Design auto_daq_multi, sky130hd; sources not shown.
Run 1, zoomed window:
Bar = 20 um. Window x 12 to 62, y 12 to 62 um. Cells in grey, sequential cells in the stronger grey; small squares are vias.
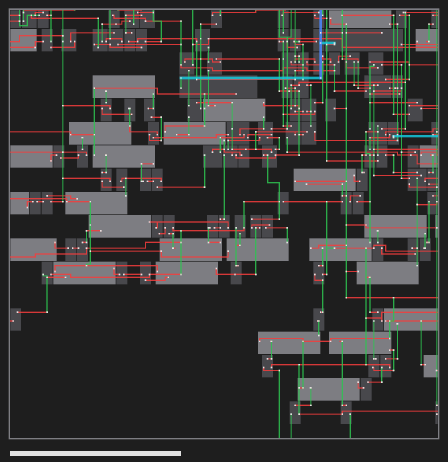
M2: shown in green. M4: shown in blue. M3: shown in cyan. M1: shown in red.
Sequential cells in the window: 22. 118 logic cells have their middle in the window. Most frequent: inv_1 (30), dfxtp_1 (22), nor2_1 (19).

Run 1, cells coloured by class:
Fill, decap, tap and diode cells in grey.
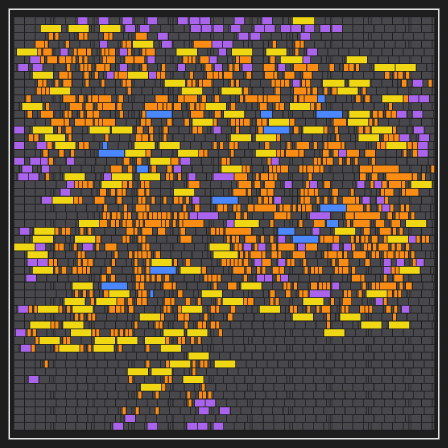
sequential cells: shown in yellow, cells 110, share of their area 29%. remaining logic cells: shown in orange, cells 750, share of their area 52%. remaining buffers and delay cells: shown in purple, cells 134, share of their area 16%. clock drivers and dummy loads: shown in blue, cells 16, share of their area 3.8%.
core area: 21200 um2
finished layout cell area: 8080 um2

Run 1, wire density map:
Bar = 50 um. The die is cut into 30 by 30 equal tiles; black is low, pale yellow is high, scaled to the fullest tile. Values are wire area over tile area, all layers added.
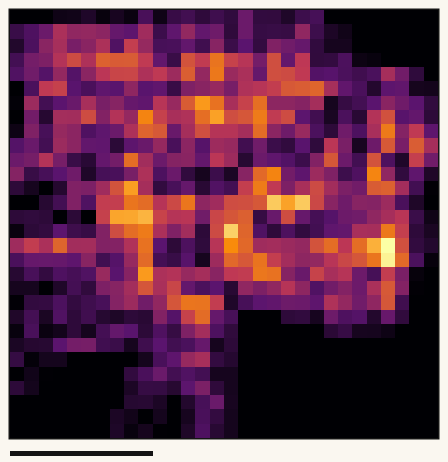
The fullest tile reaches 0.45. The mean over all tiles is 0.11. The emptiest ninth of the die: lower right. 23% of the tiles are nearly empty.
Vias: 5649
drt total wl: 16.3 mm
Routed WL per cell: 12.7 um
Tot GR Track Use: 0.155

==> out/metrics.yaml, run 1 <==
chipArea_um2: 22300
drc: 0
syn_inst: 886
dp_slack_ns: -0.120
area_growth_pct: 33.0
tritoncts.num_buffers: 9
p_leak_nw: 3.67
logic_area_um2: 3380
yosys_warnings: 6
power_mw: 6.39
core_util_floorplan: 0.287
hold_path_class: "reg -> reg"
finalHoldViolCount: 0
firstDrtPassIters: 6
place_area_um2: 7360
htreeDepth: 3
clock.fmax_mhz: 316
die_w_um: 149
grt-ovfl-total: 0
antenna_found_initial: 0
power.density_nw_per_um2: 791
post-route-util: 0.382
max-vdd-ir-drop_mv: 0.334
rows: 53
timing.final.crit_share: 0.990
num-nets-final: 1087
rsz0062_at_grt: "yes"
ctsHoldBuffers: 0
drv_cap: 0
port_buffers: 75
drtAntennaViolNets: 0
finalCriticalPeriod_ns: 3.17
placed_cells: 1250
clock_sinks: 110
endpoint_kind: "flip-flop"
cts_root_buf: "clkbuf_16"
worstHoldPathCells: 2
fin_cells: 1285
drt_iter0_drc: 245
n_antenna_cell: 0
io_pins: 78
routed_via_density: 4.40
path_class: "reg -> reg"
cts.reportedPaths.clkPinSlew_ns: 0.08
r2r_cells: 20
required_ns: 3.26
routabilityCongestion: 0.806
whs_ns: 0.203
n_fill_cell: 2263
drive_gt1_frac: 0.156
maxSlewViolCount: 0
grt_max_degree: 42
grt_pass1_wl_mm: 27.1
clock_latency_ns: 0.36
final.setup.tns_ns: 0
seqCellArea_um2: 2210
finalSetupViolations: 0
cts_tree: "yes"
start_kind: "flip-flop"
clk_path_buf_depth: 2
die_h_um: 149
cp.arrival_ns: 3.23
warning_count: 27
detailed_place_hpwl_mm: 12.2
outcome: "completed"
netlist_area_um2: 6070
setup_ws_ns: 0.0326
grt_pass1_vias: 5446
syn_area_per_cell_um2: 6.85
worst-path-max-fanout: 16
slew_headroom: 0.545
reg2reg_setup_slack_ns: 0.03
worst_slew_pin_slew_ns: 0.680
run 1: layout make-up:
cell class | count | area share
clock buffers | 10 | 0.0284
inverters | 159 | 0.0747
flip-flops and latches | 110 | 0.274
clock inverters | 6 | 0.00775
well taps | 275 | 0.0426
multi-input cells | 591 | 0.419
repair buffers | 134 | 0.154
run 1: what timing repair did:
item,in CTS,in global routing
cloned,1,0
gates resized,14,52
endpoints found under the setup margin,19,23
buffers inserted,6,12
endpoints found under the hold margin,0,0
pin swaps,7,24
run 1: placed cells by master (no fill, tap or decap), types with 12 or more instances in the layout:
cell / instances
a21oi_1: 74
inv_2: 12
dfxtp_1: 105
xor2_1: 16
o21ai_0: 52
nor2_1: 112
ha_1: 29
clkdlybuf4s50_1: 75
nand2_1: 148
nand4_1: 19
buf_4: 55
nand3_1: 28
inv_1: 145
run 1: where the power goes:
group	switching [mW]	internal [mW]	leakage, nW
clock	0.587	0.552	0.141
sequential	0.219	1.68	0.906
combinational	1.94	1.41	2.62
total	2.74	3.64	3.67
run 1: critical path, cell delays in order, from the launching register on:
cell and delay (ns):
dfxtp_4 0.37, ha_4 0.13, nand2_1 0.06, clkinv_2 0.06
nand2_4 0.07, nor2_4 0.16, nand3_2 0.11, nor2_4 0.14
xor2_2 0.20, inv_2 0.07, ha_4 0.28, buf_4 0.10
nand4_1 0.06, nor4_1 0.27, nand2_1 0.15, nand4_4 0.15
nand2_4 0.10, nand2_8 0.13, inv_6 0.08, nor2_1 0.10
nor2_1 0.05
run 1: routing by layer:
| metal | vias to the layer above | track usage | part of all wire |
|---|---|---|---|
| met2 | 87 | 0.248 | 0.45 |
| li1 | 3050 | - | - |
| met3 | 14 | 0.0278 | 0.033 |
| met4 | 0 | 0.0367 | 0.010 |
| met5 | - | 0 | 0 |
| met1 | 2498 | 0.214 | 0.51 |
==> run 2, diff against run 1 <==
--- a/config.mk
+++ b/config.mk
@@ -7,11 +7,13 @@
 export LEC_CHECK = 0
 export ABC_AREA = 1
 export CAP_MARGIN = 5
+export CORE_ASPECT_RATIO = 0.75
 export CORE_MARGIN = 1
 export CORE_UTILIZATION = 28
 export CTS_CLUSTER_SIZE = 40
 export DETAILED_ROUTE_END_ITERATION = 8
 export PLACE_DENSITY_LB_ADDON = 0.15
+export SLEW_MARGIN = 40
 export SYNTH_ARGS = -nofsm -noshare
 export SYNTH_HDL_FRONTEND = slang
 export SYNTH_HIERARCHICAL = 1
==> run 2 against run 1 <==
Effect of this change:
- first-iteration DRC count increased by 24%
- sequential share of layout area decreased by 0.070 points
- global-route usage about the same
- flip-flop count did not move
- critical path depth unchanged
- clock-buffer cell count shrank 1
- largest power group unchanged
- non-clock buffer count fell by 6
- sequential power about the same
- design area about the same
- combinational power rose by 2%
- via count down 1.2%
==> out/metrics.yaml, run 2 <==
worstHoldPathCells: 2
tritoncts.num_buffers: 9
reg2reg_setup_slack_ns: 0.06
ctsHoldBuffers: 0
drt_iter0_drc: 304
routed_via_density: 4.32
dp_slack_ns: -0.0731
hold_path_class: "reg -> reg"
drtAntennaViolNets: 0
crit_slowest_cell: "dfxtp_2"
slew_headroom: 0.597
avgRoutedWirePerCell_um: 12.8
grt_use_total: 0.155
clock_sinks: 110
max-vdd-ir-drop_mv: 0.296
area_growth_pct: 33.0
antenna_found_initial: 0
die_w_um: 172
logic_area_um2: 3390
n_antenna_cell: 0
path_cells: "and3_4 -> nand4_1 -> nor3_2 -> nand2_1 -> xor2_2 -> inv_2 -> ha_4 -> nand2_2 -> inv_2 -> o21ai_2 -> nand2_1 -> nand4_1 -> nand2_1 -> nor2_2 -> nand4_4 -> nand2_4 -> nand2_8 -> buf_12 -> o21ai_1 -> nor2_1"
grt-ovfl-total: 0
worst-path-max-fanout: 8
cts.reportedPaths.clkPinSlew_ns: 0.07
syn_area_per_cell_um2: 6.85
cp_common_cell: "nand2_1"
p_leak_nw: 3.63
outcome: "completed"
port_buffers: 75
syn_inst: 886
final.setup.tns_ns: 0
drive_gt1_frac: 0.152
seqCellArea_um2: 2210
clk_path_buf_depth: 2
timing.final.crit_share: 0.981
num-nets-final: 1081
yosys_warnings: 6
setup_ws_ns: 0.0600
grt_pass1_wl_mm: 26.8
place_area_um2: 7400
required_ns: 3.25
grt_pass1_vias: 5138
power.density_nw_per_um2: 811
cp.arrival_ns: 3.19
io_pins: 78
endpoint_kind: "flip-flop"
cts_root_buf: "clkbuf_16"
clock.fmax_mhz: 318
warning_count: 27
drv_cap: 0
drc: 0
maxSlewViolCount: 0
power_mw: 6.55
detailed_place_hpwl_mm: 12.3
finalHoldViolCount: 0
grt_max_degree: 62
path_class: "reg -> reg"
htreeDepth: 3
die_h_um: 130
slowest_delay_ns: 0.36
firstDrtPassIters: 4
mostFrequentLayoutCells: "nand2_1 (151), inv_1 (145), nor2_1 (114), dfxtp_1 (105), clkdlybuf4s50_1 (75)"
rsz0062_at_grt: "yes"
chipArea_um2: 22300
worst_slew_pin_slew_ns: 0.602
start_kind: "flip-flop"
lay_top_count: "nand2_1"
clock_latency_ns: 0.36
wl_mm: 16.6
finalCriticalPeriod_ns: 3.14
netlist_area_um2: 6070
vias: 5580
-- run 2: area by class of cell --
type | instances | area share
clock buffers | 9 | 0.0279
clock inverters | 7 | 0.0119
inverters | 159 | 0.0746
multi-input cells | 591 | 0.419
flip-flops and latches | 110 | 0.273
well taps | 288 | 0.0446
repair buffers | 128 | 0.148
-- run 2: power by group --
group | total, mW | internal [mW] | switching, mW
clock | 1.24 | 0.692 | 0.545
sequential | 1.90 | 1.68 | 0.220
combinational | 3.42 | 1.41 | 2.01
total | 6.55 | 3.78 | 2.77
-- run 2: per-layer routing --
metal,GRT usage,part of all wire,wire [um],vias up
met2,0.217,0.39,6380,89
li1,-,-,-,3040
met4,0.0349,0.0051,85,0
met1,0.240,0.57,9470,2446
met3,0.0287,0.038,626,5
met5,0,0,0,-
-- run 2: metrics by stage --
step,instances,hold slack [ns]
after floorplan,887,0.187
after global placement,1266,0.191
after detailed placement,1266,0.195
after CTS,1288,0.206
after global routing,1292,0.222
final,1292,0.204
-- run 2: repair_timing --
item,CTS,global route
setup buffers,5,4
pin swaps,5,20
cloned,1,0
setup endpoints to repair,16,22
gates resized,11,48
-- run 2: worst max-delay path, delay by kind of cell (launching register included) --
family	cells	cell delay (ns)
and+or+nand+nor	13	1.62
DFF	1	0.36
buffers and inverters	3	0.28
adders and majority gates	1	0.21
xor gates and xnor gates	1	0.20
AOI/OAI and AO/OA	2	0.16
Run 2, cell outlines without signal wires:
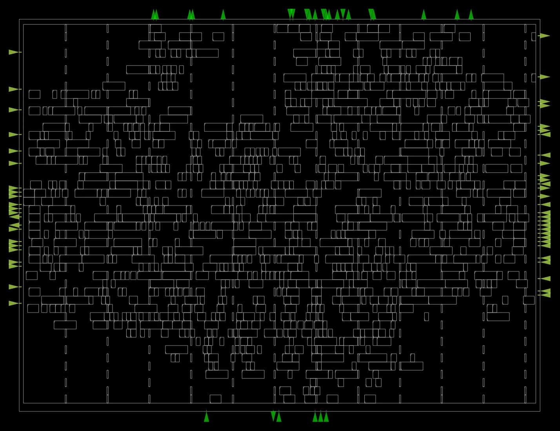
final core utilization: 0.381
non-filler cells, final: 1292
flip-flops: 110
core area: 21200 um2
Fill cells: 2280

Run 2, cells coloured by class:
Fill, decap, tap and diode cells in grey.
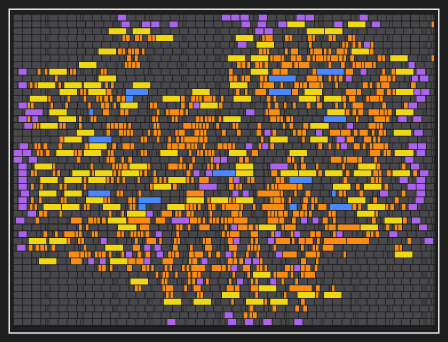
sequential cells: shown in yellow, cells 110, share of their area 29%. clock drivers and dummy loads: shown in blue, cells 16, share of their area 4.2%. remaining buffers and delay cells: shown in purple, cells 128, share of their area 16%. remaining logic cells: shown in orange, cells 750, share of their area 52%.
Seq/total area: 0.273
finished layout cell area: 8080 um2
num rows: 46

Power figures rest on the tool's default switching activity, not on a simulated workload.
